Run 1, logic cells by family:
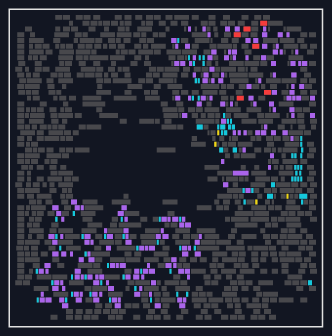
Run 1, placement by cell class:
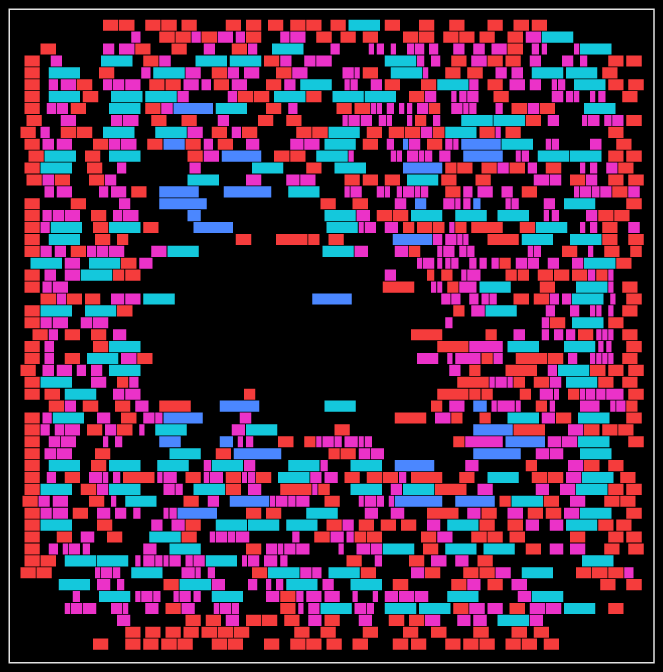
Run 1, clock wiring as the flow saved it:
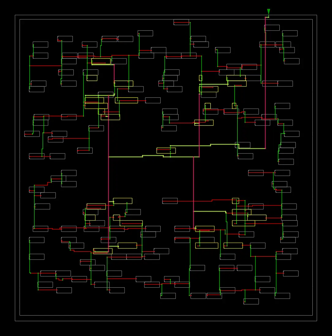
Run 1, register map, names as in the netlist:
Other sequential cells in the stronger gray, the rest of the logic in the fainter gray.
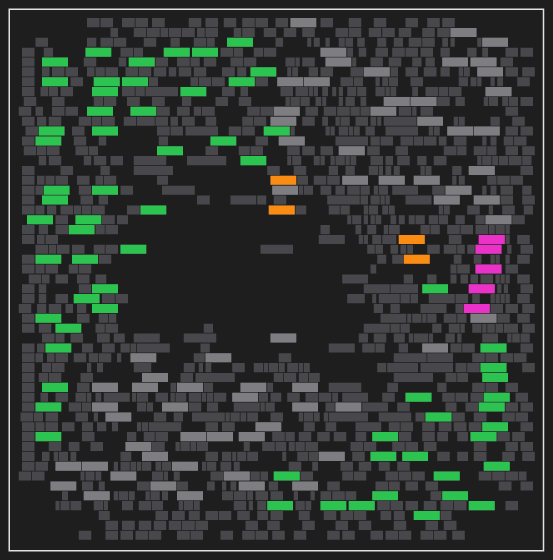
`config.mk`:
```
export PLATFORM = sky130hd
export DESIGN_NAME = id_alu_issue
export DESIGN_NICKNAME = d
export VERILOG_FILES = /design/src/rtl/id_alu_issue.sv
export SDC_FILE = /design/constraint.sdc
export NUM_CORES = 1
export LEC_CHECK = 0
export CAP_MARGIN = 15
export CORE_AREA = 2 2 145 147
export DETAILED_ROUTE_END_ITERATION = 7
export DIE_AREA = 0 0 147 149
export PLACE_DENSITY = 0.69
export SLEW_MARGIN = 20
export SYNTH_ARGS = -nofsm -noshare
export SYNTH_HDL_FRONTEND = slang
export SYNTH_SLANG_ARGS = --single-unit
```
`constraint.sdc`:
```
create_clock -name clk -period 2.7 [get_ports clk]
set_clock_uncertainty 0.2 [all_clocks]
set_input_delay 0.54 -clock clk [delete_from_list [all_inputs] [get_ports clk]]
set_output_delay 0.54 -clock clk [all_outputs]
set_load 0.03 [all_outputs]
```
`src/rtl/id_alu_issue.sv`:
```
`default_nettype none
// ============================================================================
// Module   : id_alu_issue
// Purpose  : Decode RV64I OP / OP-IMM / LUI / AUIPC into ALU op code and
//            operands, held in a registered ID->EX slot with a valid/ready
//            handshake and flush.
// Revision : 1.0  initial release
// ============================================================================
module id_alu_issue #(
  parameter int XLEN = 64
) (
  input  logic            clk,
  input  logic            rst_n,
  input  logic            in_valid,
  output logic            in_ready,
  input  logic [31:0]     in_inst,
  input  logic [XLEN-1:0] in_pc,
  input  logic [XLEN-1:0] in_rs1_data,
  input  logic [XLEN-1:0] in_rs2_data,
  input  logic            flush,
  output logic            ex_valid,
  input  logic            ex_ready,
  output logic [3:0]      ex_aluop,
  output logic [XLEN-1:0] ex_op1,
  output logic [XLEN-1:0] ex_op2,
  output logic [4:0]      ex_rd,
  output logic            ex_illegal
);

  // Major opcodes handled by this slot
  localparam logic [6:0] OPC_OP     = 7'b0110011;
  localparam logic [6:0] OPC_OP_IMM = 7'b0010011;
  localparam logic [6:0] OPC_LUI    = 7'b0110111;
  localparam logic [6:0] OPC_AUIPC  = 7'b0010111;

  // funct7 / funct6 qualifiers
  localparam logic [6:0] F7_BASE = 7'b0000000;
  localparam logic [6:0] F7_ALT  = 7'b0100000;
  localparam logic [5:0] F6_BASE = 6'b000000;
  localparam logic [5:0] F6_ALT  = 6'b010000;

  // ALU op codes: [3:2] = unit (arith, logic, shift, compare)
  localparam logic [3:0] ALU_ADD  = 4'b0000;
  localparam logic [3:0] ALU_SUB  = 4'b0001;
  localparam logic [3:0] ALU_XOR  = 4'b0100;
  localparam logic [3:0] ALU_OR   = 4'b0110;
  localparam logic [3:0] ALU_AND  = 4'b0111;
  localparam logic [3:0] ALU_SLL  = 4'b1000;
  localparam logic [3:0] ALU_SRL  = 4'b1001;
  localparam logic [3:0] ALU_SRA  = 4'b1011;
  localparam logic [3:0] ALU_SLT  = 4'b1100;
  localparam logic [3:0] ALU_SLTU = 4'b1110;

  // Instruction fields
  logic [6:0]      opcode;
  logic [2:0]      funct3;
  logic [6:0]      funct7;
  logic [5:0]      funct6;
  logic [XLEN-1:0] imm_i;
  logic [XLEN-1:0] imm_u;
  logic [XLEN-1:0] shamt;
  logic            unused_rs1_idx;

  assign opcode = in_inst[6:0];
  assign funct3 = in_inst[14:12];
  assign funct7 = in_inst[31:25];
  assign funct6 = in_inst[31:26];
  assign imm_i  = {{(XLEN-12){in_inst[31]}}, in_inst[31:20]};
  assign imm_u  = {{(XLEN-32){in_inst[31]}}, in_inst[31:12], 12'b0};
  assign shamt  = {{(XLEN-6){1'b0}}, in_inst[25:20]};
  // Register indices are resolved upstream; only the data arrives here.
  assign unused_rs1_idx = ^in_inst[19:15];

  // Decoded values ahead of the slot
  logic [3:0]      dec_aluop;
  logic [XLEN-1:0] dec_op1;
  logic [XLEN-1:0] dec_op2;
  logic [4:0]      dec_rd;
  logic            dec_legal;

  // Combinational decode; illegal encodings collapse to an all-zero payload
  always_comb begin
    dec_aluop = ALU_ADD;
    dec_op1   = '0;
    dec_op2   = '0;
    dec_rd    = '0;
    dec_legal = 1'b0;

    case (opcode)
      OPC_OP: begin
        dec_op1 = in_rs1_data;
        dec_op2 = in_rs2_data;
        case (funct3)
          3'b000: begin
            if (funct7 == F7_BASE) begin
              dec_aluop = ALU_ADD;
              dec_legal = 1'b1;
            end else if (funct7 == F7_ALT) begin
              dec_aluop = ALU_SUB;
              dec_legal = 1'b1;
            end
          end
          3'b101: begin
            if (funct7 == F7_BASE) begin
              dec_aluop = ALU_SRL;
              dec_legal = 1'b1;
            end else if (funct7 == F7_ALT) begin
              dec_aluop = ALU_SRA;
              dec_legal = 1'b1;
            end
          end
          3'b001: begin dec_aluop = ALU_SLL;  dec_legal = (funct7 == F7_BASE); end
          3'b010: begin dec_aluop = ALU_SLT;  dec_legal = (funct7 == F7_BASE); end
          3'b011: begin dec_aluop = ALU_SLTU; dec_legal = (funct7 == F7_BASE); end
          3'b100: begin dec_aluop = ALU_XOR;  dec_legal = (funct7 == F7_BASE); end
          3'b110: begin dec_aluop = ALU_OR;   dec_legal = (funct7 == F7_BASE); end
          default: begin dec_aluop = ALU_AND; dec_legal = (funct7 == F7_BASE); end
        endcase
      end

      OPC_OP_IMM: begin
        dec_op1   = in_rs1_data;
        dec_op2   = imm_i;
        dec_legal = 1'b1;
        case (funct3)
          3'b000: dec_aluop = ALU_ADD;
          3'b010: dec_aluop = ALU_SLT;
          3'b011: dec_aluop = ALU_SLTU;
          3'b100: dec_aluop = ALU_XOR;
          3'b110: dec_aluop = ALU_OR;
          3'b111: dec_aluop = ALU_AND;
          3'b001: begin
            dec_op2   = shamt;
            dec_aluop = ALU_SLL;
            dec_legal = (funct6 == F6_BASE);
          end
          default: begin
            dec_op2 = shamt;
            if (funct6 == F6_BASE) begin
              dec_aluop = ALU_SRL;
            end else if (funct6 == F6_ALT) begin
              dec_aluop = ALU_SRA;
            end else begin
              dec_legal = 1'b0;
            end
          end
        endcase
      end

      OPC_LUI: begin
        dec_op2   = imm_u;
        dec_legal = 1'b1;
      end

      OPC_AUIPC: begin
        dec_op1   = in_pc;
        dec_op2   = imm_u;
        dec_legal = 1'b1;
      end

      default: dec_legal = 1'b0;
    endcase

    if (dec_legal) begin
      dec_rd = in_inst[11:7];
    end else begin
      dec_aluop = ALU_ADD;
      dec_op1   = '0;
      dec_op2   = '0;
    end
  end

  // Handshake: a slot that is empty or being drained can take a new entry
  logic load;
  logic slot_illegal;

  assign in_ready   = !ex_valid || ex_ready;
  assign load       = in_valid && in_ready && !flush;
  assign ex_illegal = slot_illegal && ex_valid;

  // Pipeline slot: reset beats flush, flush beats load, load beats drain
  always_ff @(posedge clk) begin
    if (!rst_n) begin
      ex_valid     <= 1'b0;
      ex_aluop     <= '0;
      ex_op1       <= '0;
      ex_op2       <= '0;
      ex_rd        <= '0;
      slot_illegal <= 1'b0;
    end else if (flush) begin
      ex_valid <= 1'b0;
    end else if (load) begin
      ex_valid     <= 1'b1;
      ex_aluop     <= dec_aluop;
      ex_op1       <= dec_op1;
      ex_op2       <= dec_op2;
      ex_rd        <= dec_rd;
      slot_illegal <= !dec_legal;
    end else if (ex_valid && ex_ready) begin
      ex_valid <= 1'b0;
    end
  end

endmodule
`default_nettype wire
```
==> run notes, run 1 <==
Results of the flow run.

The run finished with clean final reports. Nets still carrying antenna violations after routing amount to 0. The die is 147 microns wide.

The total cells reported by yosys after synthesis stands at 734. The maximum level of the CTS H-tree stands at 4. The buffering stage count on the worst path with inverters included stands at 3. The number of gates resized after cts stands at 0. Global routing used 22.4% of the available tracks. Data on the critical path is required at its endpoint by 1.96 ns. The initial antenna violation count was 0. The post-CTS hold buffer count recorded in the log is 0. The cell family contributing the most delay on the critical path is buffers and inverters. The chip footprint stands at 0.0219 sq mm. The worst setup path is captured at an output pin. In the synthesized netlist the dominant register cell turns out to be sky130_fd_sc_hd__dfxtp_1. After detailed routing, the number of vias per cell comes to 5.26. Among the stages of the critical path, the cell type that occurs most often is sky130_fd_sc_hd__clkdlybuf4s50_1. Counting pins that exceed their max-slew limit in the final report gives 0. Max fanout on the critical path was recorded as 2. After detailed routing, the average wire length per cell comes to 18.2 microns. The max-slew check reports its worst relative slack as 51.4%. The net switching power figure stands at 1.24 mW.

The residual overflow from global routing stands at 0. The worst stage delay on the critical path stands at 0.69 ns. The sequential-to-total area share from yosys stat stands at 42.3%.

According to the Yosys statistics, the synthesized design has a chip area of 0.00657 sq mm. The tightest hold path in the finished design has a slack of 0.283 ns. The main area contributors are sky130_fd_sc_hd__dfxtp_1 (42%), sky130_fd_sc_hd__a211oi_1 (6.1%), sky130_fd_sc_hd__a32o_1 (5.6%). The initial cell density of the core stands at 32.0%.

Entering global routing, the biggest net connects 69 pins. The number of synthesized register bits stands at 139. The script extracted a total leakage power of 4.42 nW. Dividing the synthesized area by the synthesized cell count gives 8.95 sq um. The power report shows net switching accounting for 22.9% of the total. Setup repair after global routing left no endpoint under its margin.

Summing over the stages, the warning tally comes to 26. The total setup buffers inserted after CTS stands at 0. The top cell type's share of synthesized area stands at 42.3%. The cell area after layout stands at 0.0116 sq mm. The tree built by TritonCTS fans out to 139 sinks. The achievable frequency stands at 383 MHz. The maximum buffer depth of the clock tree stands at 2. The first global-routing pass estimated 38800 microns of wire. For this run, the detailed router's first-pass iteration total came to 4. The critical path in the final layout is reported with a setup slack of 0.0881 ns. Per STA, the worst path is made up of clkdlybuf4s50_1, nor2b_1, inv_1, clkdlybuf4s50_1. STA classifies the critical path startpoint as an input port.

The synthesized netlist occupies a cell area of 0.00657 sq mm. Per the post-place timing report, worst setup slack is -0.176 ns. The finished design was reported to have a net count of 1324.

The power per cell area stands at 469 mW/mm^2. The placed cell area stands at 0.0110 sq mm. The final critical path takes up 96.7% of the cycle. The top cell type in the final layout, fill and taps aside, is sky130_fd_sc_hd__clkdlybuf4s50_1.

Between the synthesized netlist and the finished layout, the area growth was recorded as 76.5%. On the critical path the data arrives at 1.87 ns. The tool flagged a number of max-cap violations equal to 0. The sequential cell fraction of total power stands at 38.0%.

For this run, the script counts the antenna cells in the layout as 0. The number of global-route vias before repair is 6944. The fraction of power consumed by the clock network stands at 47.9%. The internal power of the cells totals 4.19 mW. The critical path in this run is classified as in -> out. The net count after synthesis stands at 963. Counting instances in the post-synthesis netlist gives the leading cell types as sky130_fd_sc_hd__dfxtp_1 (139), sky130_fd_sc_hd__clkbuf_1 (69), sky130_fd_sc_hd__nand2_1 (67), sky130_fd_sc_hd__a21oi_1 (61), sky130_fd_sc_hd__a211oi_1 (53). The violation tally from detailed-route iteration zero stands at 484. Wires add up to 25200 microns. The count of final hold-check violations stands at 0. The fraction of final layout cells with drive strength greater than 1 stands at 8.95%. Looking at the power breakdown, combinational cells take 14.2% of the total. Counting flops with a built-in enable in the synthesized netlist gives 0. The wire-length estimate of the detail-placed layout is 18100 microns.
Notes on 'logic cells by family' above:
Key: nand cells = cyan [cells 78, most used nand2_1, where all over the die]; inv cells = yellow [cells 4, most used inv_1, where middle right]; mux cells = red [cells 6, most used mux2i_1, where upper right]; aoi and oai cells = purple [cells 185, most used a21oi_1, where all over the die]

Notes on 'placement by cell class' above:
Key: clock drivers and dummy loads = blue [cells 30]; sequential cells = cyan [cells 139]; remaining logic cells = magenta [cells 511]; remaining buffers and delay cells = red [cells 426]
end-of-flow core utilization: 56.4%
FP Rows: 53

Notes on 'clock wiring as the flow saved it' above:
clock group total power: 2.60 mW
clock latency of the later-clocked register in the worst-skew pair: 0.41 ns
number of CTS-inserted buffers: 17
total of clock buffers placed in the layout: 20

Notes on 'register map, names as in the netlist' above:
Key: ex_rd = magenta [flops 5, where middle right]; ex_aluop = orange [flops 4]; ex_op1 = green [flops 64, where all over the die]
Another 66 sequential cells are not colored.

## run 1: worst min-delay path, delay by kind of cell (launching register included)
family	cells	cell delay (ns)
flip-flops	1	0.32
AND-OR/OR-AND	1	0.06
AND/OR/NAND/NOR	1	0.06
## run 1: layer usage
layer	GRT usage, %	wire, microns	vias up
met2	38.7	12600	287
met5	0	0	-
li1	-	-	3543
met3	5.93	1770	42
met4	7.84	624	0
met1	26.9	10200	3395
## run 1: worst paths after layout
path | startpoint | endpoint | cells after the start | slack [ns]
max | ex_ready | in_ready | 4 | 0.09
min | slot_illegal | slot_illegal | 2 | 0.28
max reg2reg | ex_valid | ex_op1[6] | 7 | 0.61
min reg2reg | slot_illegal | slot_illegal | 2 | 0.28
## run 1: layout make-up
type	instances	area (sq um)
fillers	1832	8960
repair buffers	426	4340
multi-input cells	507	3470
flip-flops and latches	139	2780
clock buffers	20	457
well taps	275	344
clock inverters	10	189
inverters	4	15.0
## run 1: flip-flops by register name (all words and copies together) (netlist names)
name,flops
ex_op1,64
ex_op2,64
ex_aluop,4
ex_valid,1
slot_illegal,1
ex_rd,5
## run 1: metrics by stage
| step | setup TNS, ns | power [mW] | instances |
|---|---|---|---|
| 6_report | 0 | 5.44 | 1381 |
| 5_1_grt | 0 | 5.63 | 1381 |
| 4_1_cts | 0 | 5.50 | 1381 |
| 3_5_place_dp | -14.96 | 2.88 | 1351 |
| 3_3_place_gp | -10.69 | 2.87 | 1351 |
| 2_1_floorplan | 0 | 2.37 | 734 |
## run 1: cell families after synthesis
| kind of cell | after synthesis | synth area share [%] |
|---|---|---|
| AND-OR/OR-AND | 293 | 34.0 |
| flip-flops | 139 | 42.3 |
| XOR/XNOR | 1 | 0.133 |
| AND/OR/NAND/NOR | 207 | 17.2 |
| buffers and inverters | 88 | 5.43 |
| multiplexers | 6 | 0.914 |
Run 1, clock distribution:
The bar under the picture is 50 microns long.
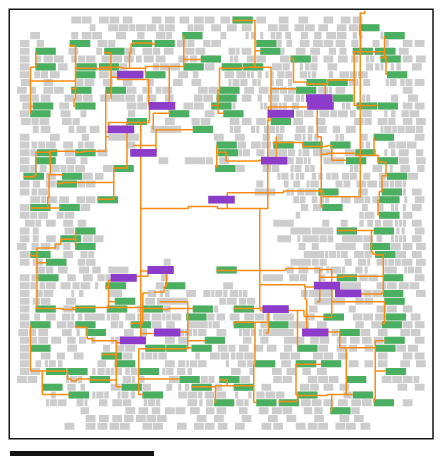

==> run 1 -> run 2 <==
--- a/config.mk
+++ b/config.mk
@@ -5,11 +5,12 @@
 export SDC_FILE = /design/constraint.sdc
 export NUM_CORES = 1
 export LEC_CHECK = 0
+export ABC_AREA = 1
 export CAP_MARGIN = 15
-export CORE_AREA = 2 2 145 147
+export CORE_AREA = 2 2 142 144
 export DETAILED_ROUTE_END_ITERATION = 7
-export DIE_AREA = 0 0 147 149
-export PLACE_DENSITY = 0.69
+export DIE_AREA = 0 0 144 146
+export PLACE_DENSITY = 0.73
 export SLEW_MARGIN = 20
 export SYNTH_ARGS = -nofsm -noshare
 export SYNTH_HDL_FRONTEND = slang
==> constraint.sdc (replaced) <==
create_clock -name clk -period 2.7 [get_ports clk]
set_clock_uncertainty 0.2 [all_clocks]
set_input_delay 0.81 -clock clk [delete_from_list [all_inputs] [get_ports clk]]
set_output_delay 0.81 -clock clk [all_outputs]
set_load 0.03 [all_outputs]
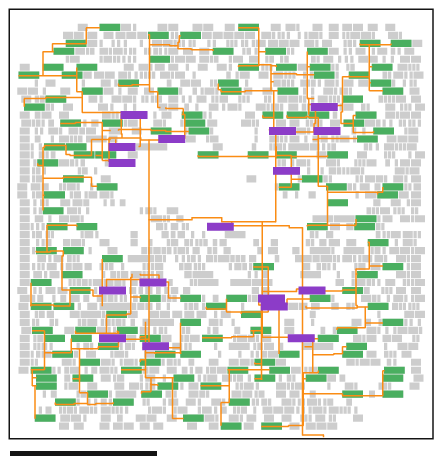
Run 2: clock distribution
The bar under the picture is 50 microns long.
Key: clock wires = orange [length 1970 microns]; clock-net drivers = purple [count 17]; flip-flops = green [count 139]
Position of the flops: all over the die.
clock group total power: 2.56 mW
clock latency of the later-clocked register in the worst-skew pair: 0.42 ns

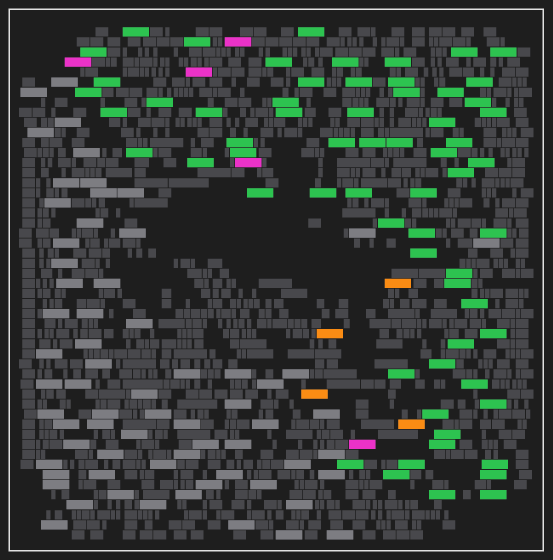
Run 2: register map, names as in the netlist
Other sequential cells in the stronger gray, the rest of the logic in the fainter gray.
Key: ex_aluop = orange [flops 4]; ex_rd = magenta [flops 5]; ex_op1 = green [flops 64, where all over the die]
total area of sequential cells: 0.00278 sq mm
end-of-flow core utilization: 60.1%

==> run 2 against run 1 <==
  * Utilization rose by 3.7 points
  * Largest power group unchanged
  * First-iteration DRC count fell by 9.5%
  * Critical path depth did not move
  * Combinational power rose by 18%
  * Highest routed layer unchanged
==> run notes, run 2 <==
Results of the flow run.

Most numerous cell types in the synthesized netlist: sky130_fd_sc_hd__nand2_1 (461), sky130_fd_sc_hd__dfxtp_1 (139), sky130_fd_sc_hd__nor2_1 (94), sky130_fd_sc_hd__a21oi_1 (50), sky130_fd_sc_hd__o22ai_1 (33) (was sky130_fd_sc_hd__dfxtp_1 (139), sky130_fd_sc_hd__clkbuf_1 (69), sky130_fd_sc_hd__nand2_1 (67), sky130_fd_sc_hd__a21oi_1 (61), sky130_fd_sc_hd__a211oi_1 (53)). The residual antenna-violating net count after detailed routing was 0 (unchanged). The hold-fix buffer count after cts stands at 0 (unchanged).

The routability-driven placement congestion ratio was 0.873 (was 0.855). The met1 routed wirelength after detailed routing was 9910 microns (was 10200 microns). The number of global-route vias before repair stands at 7365 (was 6944). The fraction of final layout cells with drive strength greater than 1 stands at 11.1% (was 8.95%). The warning total across the stage logs was 26 (unchanged).

The routed length on met3 stands at 2050 microns (was 1770 microns). Cell area leaders: sky130_fd_sc_hd__dfxtp_1 (42%), sky130_fd_sc_hd__nand2_1 (26%), sky130_fd_sc_hd__nor2_1 (5.3%) (was sky130_fd_sc_hd__dfxtp_1 (42%), sky130_fd_sc_hd__a211oi_1 (6.1%), sky130_fd_sc_hd__a32o_1 (5.6%)). The top metal layer carrying routed signals is met4 (unchanged). The antenna diode count came to 0 (unchanged). The worst endpoint required time came to 1.69 ns (was 1.96 ns). The residual overflow from global routing stands at 0 (unchanged). Largest registers ranked by flip-flop count: ex_op1 (64), ex_op2 (64), ex_rd (5) (unchanged). The final sum of negative setup slack stands at 0 ns (unchanged).

The chip footprint was 0.0210 sq mm (was 0.0219 sq mm). The placed cell area stands at 0.0110 sq mm (about the same). The estimated wirelength of the detail-placed design stands at 18500 microns (was 18100 microns). The maximum buffer depth of the clock tree was 2 (unchanged). The total cells reported by yosys after synthesis stands at 995 (was 734). The total iterations of the first detailed-routing run stands at 5 (was 4). The post-synthesis xor/xnor area fraction is 0% (was 0.133%). The largest non-sequential cell family by area is simple AND/OR/NAND/NOR gates (was AND-OR/OR-AND gates). The detailed-routed wire length on met2 stands at 11700 microns (was 12600 microns). The via density per instance came to 4.68 (was 5.26). The number of max-cap violations stands at 0 (unchanged). The area fraction in and, or, nand and nor cells after synthesis stands at 37.7% (was 17.2%).

The largest fanout of any net on the critical path came to 3 (was 2). The chip area from the yosys synthesis statistics stands at 0.00669 sq mm (was 0.00657 sq mm). The net count after synthesis came to 1224 (was 963).

The predominant post-synthesis flop cell is sky130_fd_sc_hd__dfxtp_1 (unchanged). The count of final hold-check violations came to 0 (unchanged). RSZ-0062 raised after global routing: no (unchanged).

The total global-route track usage was 23.0% (was 22.4%). The power per cell area stands at 481 mW/mm^2 (was 469 mW/mm^2). The worst hold slack after final layout came to 0.263 ns (was 0.283 ns). The cell count after placement came to 1624 (was 1351). The post-synth design cell area was 0.00669 sq mm (was 0.00657 sq mm). The multiplexer fraction of the synthesized cell area stands at 0.748% (was 0.914%). The average wire per standard cell was 14.9 microns (was 18.2 microns). The number of gates resized after cts stands at 0 (unchanged).

The achievable frequency is 386 MHz (was 383 MHz). The violation tally from detailed-route iteration zero stands at 438 (was 484). The sequential-to-total area share from yosys stat came to 41.6% (was 42.3%). The remaining max-slew budget at the tightest pin is 62.4% (was 51.4%). The horizontal die dimension was 144 microns (was 147 microns). The final number of max-transition violations came to 0 (unchanged). Run status: complete, no violations (unchanged). The CTS buffer count stands at 17 (unchanged). The pin count of the biggest net entering global routing was 58 (was 69).

The cell area after layout was 0.0116 sq mm (about the same). The arrival time of the worst setup path is 1.58 ns (was 1.87 ns). The count of library flops with an enable pin stands at 0 (unchanged).

The most frequent logic cell in the layout is sky130_fd_sc_hd__nand2_1 (was sky130_fd_sc_hd__clkdlybuf4s50_1). The element type at the critical path end is an output pin (unchanged). The maximum level of the CTS H-tree stands at 4 (unchanged). The mean area per synthesized cell stands at 6.72 sq um (was 8.95 sq um).

The setup slack of the worst register-to-register path is 0.85 ns (was 0.61 ns). The type of the worst setup path was in -> out (unchanged). The count of non-filler cells in the finished layout is 1656 (was 1381). The total wire length stands at 24600 microns (was 25200 microns). The wire length of the first global-routing pass stands at 38300 microns (was 38800 microns). The kind of start point of the critical path is an input port (unchanged). The post-layout net count came to 1607 (was 1324). The top cell type's share of synthesized area stands at 41.6% (was 42.3%).

The initial antenna violation count stands at 0 (unchanged).
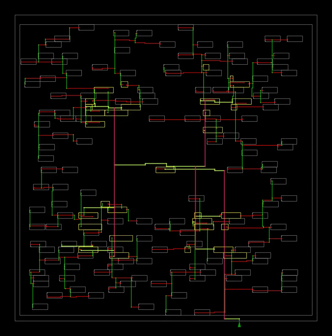
Run 2: clock wiring as the flow saved it
total of clock buffers placed in the layout: 18
number of sinks on the clock net: 139
sequential cell count of the final layout: 139

## run 2: netlist changes by cell type after synthesis, moves of 38 or more
| cell | previous run | this run |
|---|---|---|
| sky130_fd_sc_hd__nor2b_1 | 42 | 0 |
| sky130_fd_sc_hd__a211oi_1 | 53 | 1 |
| sky130_fd_sc_hd__nor2_1 | 38 | 94 |
| sky130_fd_sc_hd__clkbuf_1 | 69 | 23 |
| sky130_fd_sc_hd__a21o_1 | 38 | 0 |
| sky130_fd_sc_hd__nand2_1 | 67 | 461 |
## run 2: layout make-up
cell class                 count  area [sq um]
fill                        1760          7710
timing repair buffer         434          4380
multi-input combinational    768          3430
sequential                   139          2780
clock buffer                  18           429
tap                          265           332
clock inverter                14           209
inverter                      18          68.8
## run 2: path summary, 6_finish.rpt
path              start         end  cells after the start
max            ex_ready    in_ready                      4
min          ex_op1[17]  ex_op1[17]                      2
max reg2reg    ex_valid    ex_rd[0]                      7
min reg2reg  ex_op1[17]  ex_op1[17]                      2
## run 2: worst max-delay path, stage by stage
cell	delay, ns
sky130_fd_sc_hd__clkdlybuf4s50_1	0.40
sky130_fd_sc_hd__nor2_1	0.13
sky130_fd_sc_hd__inv_2	0.07
sky130_fd_sc_hd__buf_4	0.17
## run 2: metrics by stage
step	total power, mW	worst slack [ns]
2_1_floorplan	2.52	0.495
3_3_place_gp	3.08	-0.161
3_5_place_dp	3.08	-0.183
4_1_cts	5.65	0.0829
5_1_grt	5.80	0.0428
6_report	5.60	0.106
## run 2: where the power goes
part	total [mW]	switching (mW)	internal [mW]
Sequential	2.13	0.0277	2.11
Combinational	0.905	0.393	0.511
Clock	2.56	0.988	1.57
## run 2: routing by layer
metal / vias up / GRT usage (%)
met2: 288 / 38.6
met4: 0 / 10.7
met3: 60 / 6.65
li1: 3952 / -
met1: 3451 / 26.9
met5: - / 0
No activity file was given, so power comes from the tool's default toggle rates.
